Fig. 1: run 1, wiring heat map
The bar under the picture is 20 um long. 10 x 10 tiles, from black (low) to pale yellow (high), scaled to the fullest tile. Values are wire area over tile area, all layers added.
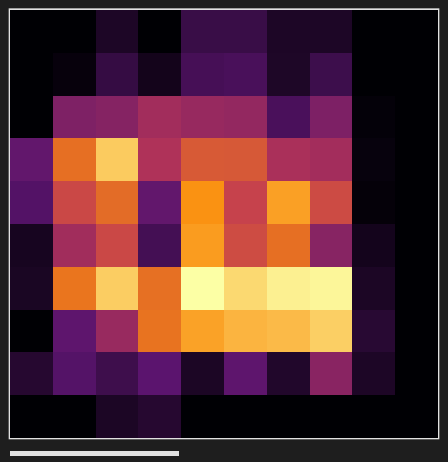
Fig. 2: run 1, logic cells by family
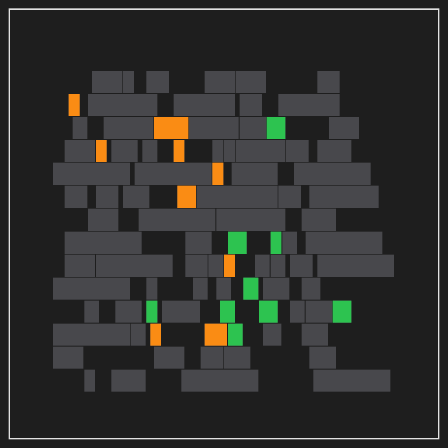
Fig. 3: run 1, placed cells, one color a class
The bar under the picture is 20 um long.
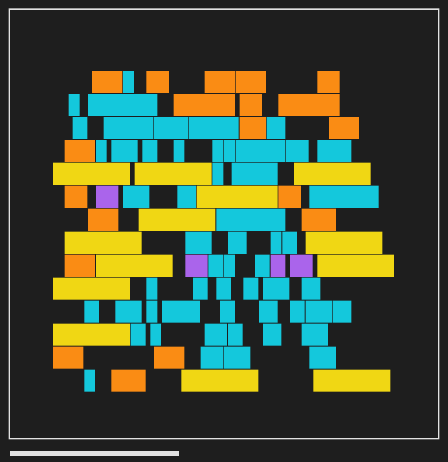
<file path="src/rtl/serial_addsub.sv">
// serial_addsub: digit-serial adder/subtractor. An N-bit operand pair is
// streamed as CC slices of W bits, LSB slice first, one slice per clock, with
// the inter-slice carry held in a register. Produces final unsigned carry and
// signed overflow flags plus a start/busy/last/done handshake.
module serial_addsub #(
  parameter int N  = 256,
  parameter int CC = 128
) (
  input  logic             clk,
  input  logic             rst,
  input  logic             start,
  input  logic             sub,
  input  logic [N/CC-1:0]  a,
  input  logic [N/CC-1:0]  b,
  output logic [N/CC-1:0]  c,
  output logic             busy,
  output logic             last,
  output logic             done,
  output logic             cout,
  output logic             ovf
);

  localparam int W     = N / CC;
  localparam int CNT_W = (CC > 1) ? $clog2(CC) : 1;
  localparam logic [CNT_W-1:0] LAST_IDX = CNT_W'(CC - 1);

  typedef enum logic {IDLE = 1'b0, RUN = 1'b1} state_t;

  state_t           state_q, state_d;
  logic [CNT_W-1:0] cnt_q, cnt_d;
  logic             carry_q, carry_d;
  logic             mode_q, mode_d;
  logic             done_q, done_d;
  logic             cout_q, cout_d;
  logic             ovf_q, ovf_d;

  logic [CNT_W-1:0] idx;
  logic             mode_eff;
  logic             cin;
  logic [W-1:0]     b_eff;
  logic [W:0]       sum;
  logic             co;
  logic             cm;

  // State register: all flops, asynchronously cleared.
  always_ff @(posedge clk or posedge rst) begin
    if (rst) begin
      state_q <= IDLE;
      cnt_q   <= '0;
      carry_q <= 1'b0;
      mode_q  <= 1'b0;
      done_q  <= 1'b0;
      cout_q  <= 1'b0;
      ovf_q   <= 1'b0;
    end else begin
      state_q <= state_d;
      cnt_q   <= cnt_d;
      carry_q <= carry_d;
      mode_q  <= mode_d;
      done_q  <= done_d;
      cout_q  <= cout_d;
      ovf_q   <= ovf_d;
    end
  end

  // Output / datapath decode: handshake flags and the slice adder.
  always_comb begin
    busy     = (state_q == RUN) || start;
    idx      = (state_q == RUN) ? cnt_q : '0;
    last     = busy && (idx == LAST_IDX);
    // Slice 0 takes mode and the two's-complement +1 straight from the inputs;
    // the carry register is only consulted in RUN, so nothing leaks between ops.
    mode_eff = (state_q == RUN) ? mode_q : sub;
    cin      = (state_q == RUN) ? carry_q : sub;
    b_eff    = b ^ {W{mode_eff}};
    sum      = {1'b0, a} + {1'b0, b_eff} + {{W{1'b0}}, cin};
    co       = sum[W];
    // Carry into the MSB recovered from the MSB sum bit and its operands.
    cm       = sum[W-1] ^ a[W-1] ^ b_eff[W-1];
    c        = busy ? sum[W-1:0] : '0;
    done     = done_q;
    cout     = cout_q;
    ovf      = ovf_q;
  end

  // Next-state: slice framing, carry chaining and final flag capture.
  always_comb begin
    state_d = state_q;
    cnt_d   = cnt_q;
    mode_d  = mode_q;
    carry_d = busy ? co : carry_q;
    done_d  = last;
    cout_d  = last ? co : cout_q;
    ovf_d   = last ? (co ^ cm) : ovf_q;
    case (state_q)
      IDLE: begin
        if (start) begin
          mode_d  = sub;
          cnt_d   = CNT_W'(1);
          state_d = (CC == 1) ? IDLE : RUN;
        end
      end
      RUN: begin
        // A start seen here is ignored; its data is simply the pending slice.
        if (last) begin
          state_d = IDLE;
          cnt_d   = '0;
        end else begin
          cnt_d   = cnt_q + CNT_W'(1);
        end
      end
      default: begin
        state_d = IDLE;
        cnt_d   = '0;
      end
    endcase
  end

endmodule

</file>
<file path="config.mk">
export PLATFORM = sky130hd
export DESIGN_NAME = serial_addsub
export DESIGN_NICKNAME = d
export VERILOG_FILES = /design/src/rtl/serial_addsub.sv
export SDC_FILE = /design/constraint.sdc
export NUM_CORES = 1
export LEC_CHECK = 0
export CAP_MARGIN = 20
export CORE_MARGIN = 5
export CORE_UTILIZATION = 43
export DETAILED_ROUTE_END_ITERATION = 6
export GPL_TIMING_DRIVEN = 0
export PLACE_DENSITY_LB_ADDON = 0.08
export SETUP_SLACK_MARGIN = 0.2
export SYNTH_ARGS = -nofsm -noshare
export SYNTH_HDL_FRONTEND = slang
export SYNTH_SLANG_ARGS = --single-unit
export TNS_END_PERCENT = 5
</file>
<file path="constraint.sdc">
create_clock -name clk -period 2.8 [get_ports clk]
set_clock_uncertainty 0.2 [all_clocks]
set_input_delay 0.56 -clock clk [delete_from_list [all_inputs] [get_ports clk]]
set_output_delay 0.56 -clock clk [all_outputs]
set_load 0.1 [all_outputs]
</file>
==> run notes, run 1 <==
run results: final max-slew violation count 0, share of cells above drive strength 1 29.7%, Detail Placement HPWL 1.16 mm, max cap viols 0, register area share after synthesis 45.7%, CP Capture Type output port, most used cell, CP fa_2, cell area power density 1000 nW/um^2, Tot Pwr 0.000999 W, Top cell area share 45.7%, delay of the slowest critical-path stage 0.45 ns, Tightest Hold Check Type register to register, failing checks negative setup slack, crit path launch type register, Leakage 0.423 nW, post-route worst setup slack -0.261 ns, Post-synth regs 13, R2R Setup Slk 0.06 ns, asr flop ratio synth 100%, GP Congestion 0.802, crit path DRT 2.04 ns, status complete, but fails checks, # setup viols final 2, maximum vdd ir drop 0.491 mV, port bufs 14, first-pass GRT wire length 2.77 mm, n_diodes 0, DIE AREA 2570 sq um, layout filler cell count 147, Tmin final 3.06 ns, Cell variety after synth 27
Notes on Fig. 1 above:
densest ninth of the die = middle
emptiest ninth of the die = top right
tiles over half the peak = 26%
mean over tiles = 0.098
routed len/inst: 14.9 um
vias: 590
final WL: 1.60 mm
GRT Total Usage: 14.4%

Notes on Fig. 2 above:
green -> NAND gates  # cells 9, most used nand3_1
orange -> NOR gates  # cells 9, most used nor2_1

Notes on Fig. 3 above:
yellow -> flops  # cells 13
orange -> other buffers and delay cells  # cells 19
cyan -> all other logic  # cells 55
purple -> clock drivers and dummy loads  # cells 4
flop share of the area: 32.7%
Core Region: 1540 sq um
final instance area: 998 sq um
post-layout util: 64.8%

run 1: state kept, by name, summed over array words and instances (netlist names):
name     cells
carry_q      1
cnt_q        7
cout         1
done         1
mode_q       1
ovf          1
state_q      1
run 1: cells in the final DEF (no fill, tap or decap), types with 2 or more instances in the layout:
cell	Yosys	final
nand4_1	2	2
nor2_1	8	6
nand3_1	3	3
nand2_1	2	2
clkbuf_4	0	3
inv_1	5	4
a21oi_1	5	5
dfrtp_1	13	12
buf_12	0	2
xnor2_2	0	2
xnor2_1	5	3
buf_4	0	5
nand2b_1	2	2
o21ai_0	5	5
clkdlybuf4s50_1	0	8
fa_2	0	2
run 1: kinds of logic after synthesis:
family | Yosys count | synth area share [%]
simple gates | 20 | 13.7
buf+inv | 6 | 3.34
flops | 13 | 45.7
fa+ha+maj | 3 | 7.38
compound gates | 17 | 15.1
xor+xnor | 7 | 9.67
mux | 3 | 5.10
run 1: final cells by class:
cell class	instances	area, sq um	area share, %
Sequential cell	13	327	32.7
Buffer	1	11.3	1.13
Multi-Input combinational cell	50	407	40.7
Tap cell	16	20.0	2.01
Clock inverter	1	5.00	0.501
Inverter	5	18.8	1.88
Clock buffer	3	22.5	2.26
Timing Repair Buffer	18	188	18.8
run 1: worst paths after layout:
kind,start,cells after the start,end
worst max-delay path,state_q$_DFF_PP0_,7,c[1]
worst min-delay path,cnt_q[4]$_DFFE_PP0P_,1,cnt_q[4]$_DFFE_PP0P_
worst max register to register,state_q$_DFF_PP0_,10,ovf$_DFFE_PP0P_
worst min register to register,cnt_q[4]$_DFFE_PP0P_,1,cnt_q[4]$_DFFE_PP0P_
max in group asynchronous,rst,2,state_q$_DFF_PP0_
min in group asynchronous,rst,2,cnt_q[0]$_DFFE_PP0P_
run 1: per-stage QoR:
| step | hold slack [ns] | setup TNS (ns) | instances |
|---|---|---|---|
| finish | 0.342 | -0.269 | 107 |
| floorplan | 0.237 | -0.171 | 69 |
| detailed placement | 0.326 | -4.00 | 99 |
| global route | 0.372 | -0.449 | 107 |
| global placement | 0.293 | -3.85 | 99 |
| CTS | 0.339 | -0.290 | 107 |
run 1: metal layers:
metal / routed length (um) / track usage (%)
met1: 674 / 18.0
met2: 821 / 22.5
met3: 78 / 5.33
met4: 22 / 5.11
met5: 0 / 0
run 1: repair_timing:
action / in CTS / in global routing
gates resized: 34 / 0
pin swaps: 6 / 3
gates cloned: 0 / 0
buffers inserted: 4 / 0
endpoints found under the setup margin: 5 / 6
run 1: report_power, final:
part	internal, W	switching (W)
sequential	0.000252	0.0000798
combinational	0.000235	0.000312
clock	0.0000531	0.0000662
total	0.000541	0.000458
run 1: worst max-delay path: cells and delay by family, from the launching register on:
family / cells / cell delay [ns]
and+or+nand+nor: 1 / 0.12
adders and majority gates: 2 / 0.79
DFF: 1 / 0.45
muxes: 1 / 0.29
buffers and inverters: 3 / 0.37
==> run 1 -> run 2 <==
--- a/config.mk
+++ b/config.mk
@@ -5,9 +5,10 @@
 export SDC_FILE = /design/constraint.sdc
 export NUM_CORES = 1
 export LEC_CHECK = 0
+export ABC_AREA = 1
 export CAP_MARGIN = 20
 export CORE_MARGIN = 5
-export CORE_UTILIZATION = 43
+export CORE_UTILIZATION = 45
 export DETAILED_ROUTE_END_ITERATION = 6
 export GPL_TIMING_DRIVEN = 0
 export PLACE_DENSITY_LB_ADDON = 0.08
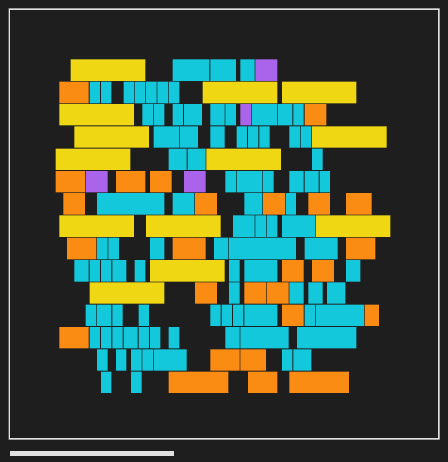
Fig. 4. Placed cells, one color a class (run 2).
The bar under the picture is 20 um long.
purple -> clock drivers and dummy loads  # cells 4
yellow -> flops  # cells 13
orange -> other buffers and delay cells  # cells 26
cyan -> all other logic  # cells 91

==> run 2 against run 1 <==
Effect of this change: sequential share of layout area down 4.6 points; register-to-register slack better by 0.16 ns; count of clock-buffer cells in the layout grew 1; die size increased by 6.1%; final cell count up 49%; clock power is essentially flat; sequential power rose by 4%; the flow still finishes with violations (negative setup slack); critical path type is now input pin to output port; synthesized cell count is 52% higher; flip-flop count did not move; first-iteration DRC count went up to 3.7 times the previous value; global-route usage up 2.8 points; via count increased by 27%.
==> run notes, run 2 <==
run results: cell area power density 1340 nW/um^2, crit path capture c[1], final WL 1.87 mm, asr flop ratio synth 100%, Core Region 1710 sq um, Post-synth regs 13, n_diodes 0, routed len/inst 11.7 um, Tmin final 3.03 ns, failing checks negative setup slack, dominant logic cell type in the layout nand2_1, GP Congestion 0.774, GRT Total Usage 17.1%, Post-Layout Cell Count 159, max reg flops 7, CP Capture Type output port, Worst R2R Start state_q$_DFF_PP0_, Top cell area share 40.6%, footprint of the multi-input gates 455 sq um, crit path launch type input pin, crit path DRT 2.04 ns, post-layout util 67.8%, post-route worst setup slack -0.228 ns, Setup crit start a[0], Detail Placement HPWL 1.29 mm, register area share after synthesis 40.6%, # setup viols final 2, Leakage 0.561 nW, max cap viols 0, Tightest Hold Check Type register to register, FF/Latch Area 325 sq um, status complete, but fails checks
## run 2: cell types whose count changed after synthesis, moves of 3 or more
cell	previous run	this run
nand2_1	2	36
inv_1	5	12
nand3_1	3	10
a21oi_1	5	1
nand2_2	0	3
xnor2_1	5	2
## run 2: per-stage QoR
| stage | hold slack (ns) | setup WS (ns) | power [W] | TNS [ns] | area (sq um) |
|---|---|---|---|---|---|
| final | 0.308 | -0.228 | 0.00156 | -0.349 | 1160 |
| after global routing | 0.353 | -0.289 | 0.00166 | -0.474 | 1160 |
| after CTS | 0.306 | -0.253 | 0.00155 | -0.370 | 1150 |
| after detailed placement | 0.272 | -1.67 | 0.00129 | -3.88 | 1030 |
| after global placement | 0.269 | -1.62 | 0.00126 | -3.75 | 1030 |
| after floorplan | 0.237 | -0.179 | 0.00110 | -0.347 | 858 |
## run 2: repair_timing
item / in CTS / in global routing
hold buffers: 0 / 0
setup buffers: 9 / 2
gates resized: 32 / 3
pin swaps: 6 / 4
endpoints found under the setup margin: 5 / 5
## run 2: report_power, final
group / total, W / switching, W / internal [W] / leakage [nW]
Clock: 0.000119 / 0.0000640 / 0.0000553 / 0.0150
Sequential: 0.000346 / 0.0000771 / 0.000269 / 0.149
Combinational: 0.00109 / 0.000680 / 0.000410 / 0.397
Total: 0.00156 / 0.000821 / 0.000735 / 0.561
## run 2: how the worst min path moves through the flow
stage / start / to / slack (ns) / cells past startpoint
after floorplan: rst / carry_q$_DFFE_PP0P_ / 0.24 / 1
after global placement: ovf$_DFFE_PP0P_ / ovf$_DFFE_PP0P_ / 0.27 / 2
after detailed placement: ovf$_DFFE_PP0P_ / ovf$_DFFE_PP0P_ / 0.27 / 2
after CTS: carry_q$_DFFE_PP0P_ / carry_q$_DFFE_PP0P_ / 0.31 / 2
after global routing: cout$_DFFE_PP0P_ / cout$_DFFE_PP0P_ / 0.35 / 2
final: cout$_DFFE_PP0P_ / cout$_DFFE_PP0P_ / 0.31 / 2
## run 2: routing by layer
| metal | vias to the layer above | global-route usage [%] | wire length, um |
|---|---|---|---|
| met5 | - | 0 | 0 |
| met2 | 17 | 30.5 | 929 |
| met1 | 343 | 18.1 | 803 |
| li1 | 384 | - | - |
| met4 | 0 | 6.81 | 38 |
| met3 | 6 | 6.27 | 97 |
## run 2: logic make-up (layout without fill, tap and decap cells)
| logic type | Yosys count | count (layout) | synth area share (%) |
|---|---|---|---|
| compound gates | 10 | 10 | 7.18 |
| xor+xnor | 5 | 5 | 5.46 |
| simple gates | 58 | 58 | 31.8 |
| fa+ha+maj | 3 | 3 | 6.55 |
| buf+inv | 16 | 45 | 8.42 |
| flops | 13 | 13 | 40.6 |
## run 2: final cells by class
class / instances / share of cell area (%)
Multi-Input combinational cell: 76 / 39.3
Inverter: 15 / 6.59
Clock buffer: 4 / 2.27
Sequential cell: 13 / 28.1
Tap cell: 25 / 2.70
Timing Repair Buffer: 25 / 20.1
Buffer: 1 / 0.972
## run 2: worst max-delay path: stages
cell	delay, ns
clkdlybuf4s50_1	0.46
fa_2	0.41
inv_2	0.07
fa_2	0.47
nor2_4	0.12
buf_12	0.18
No activity file was given, so power comes from the tool's default toggle rates.
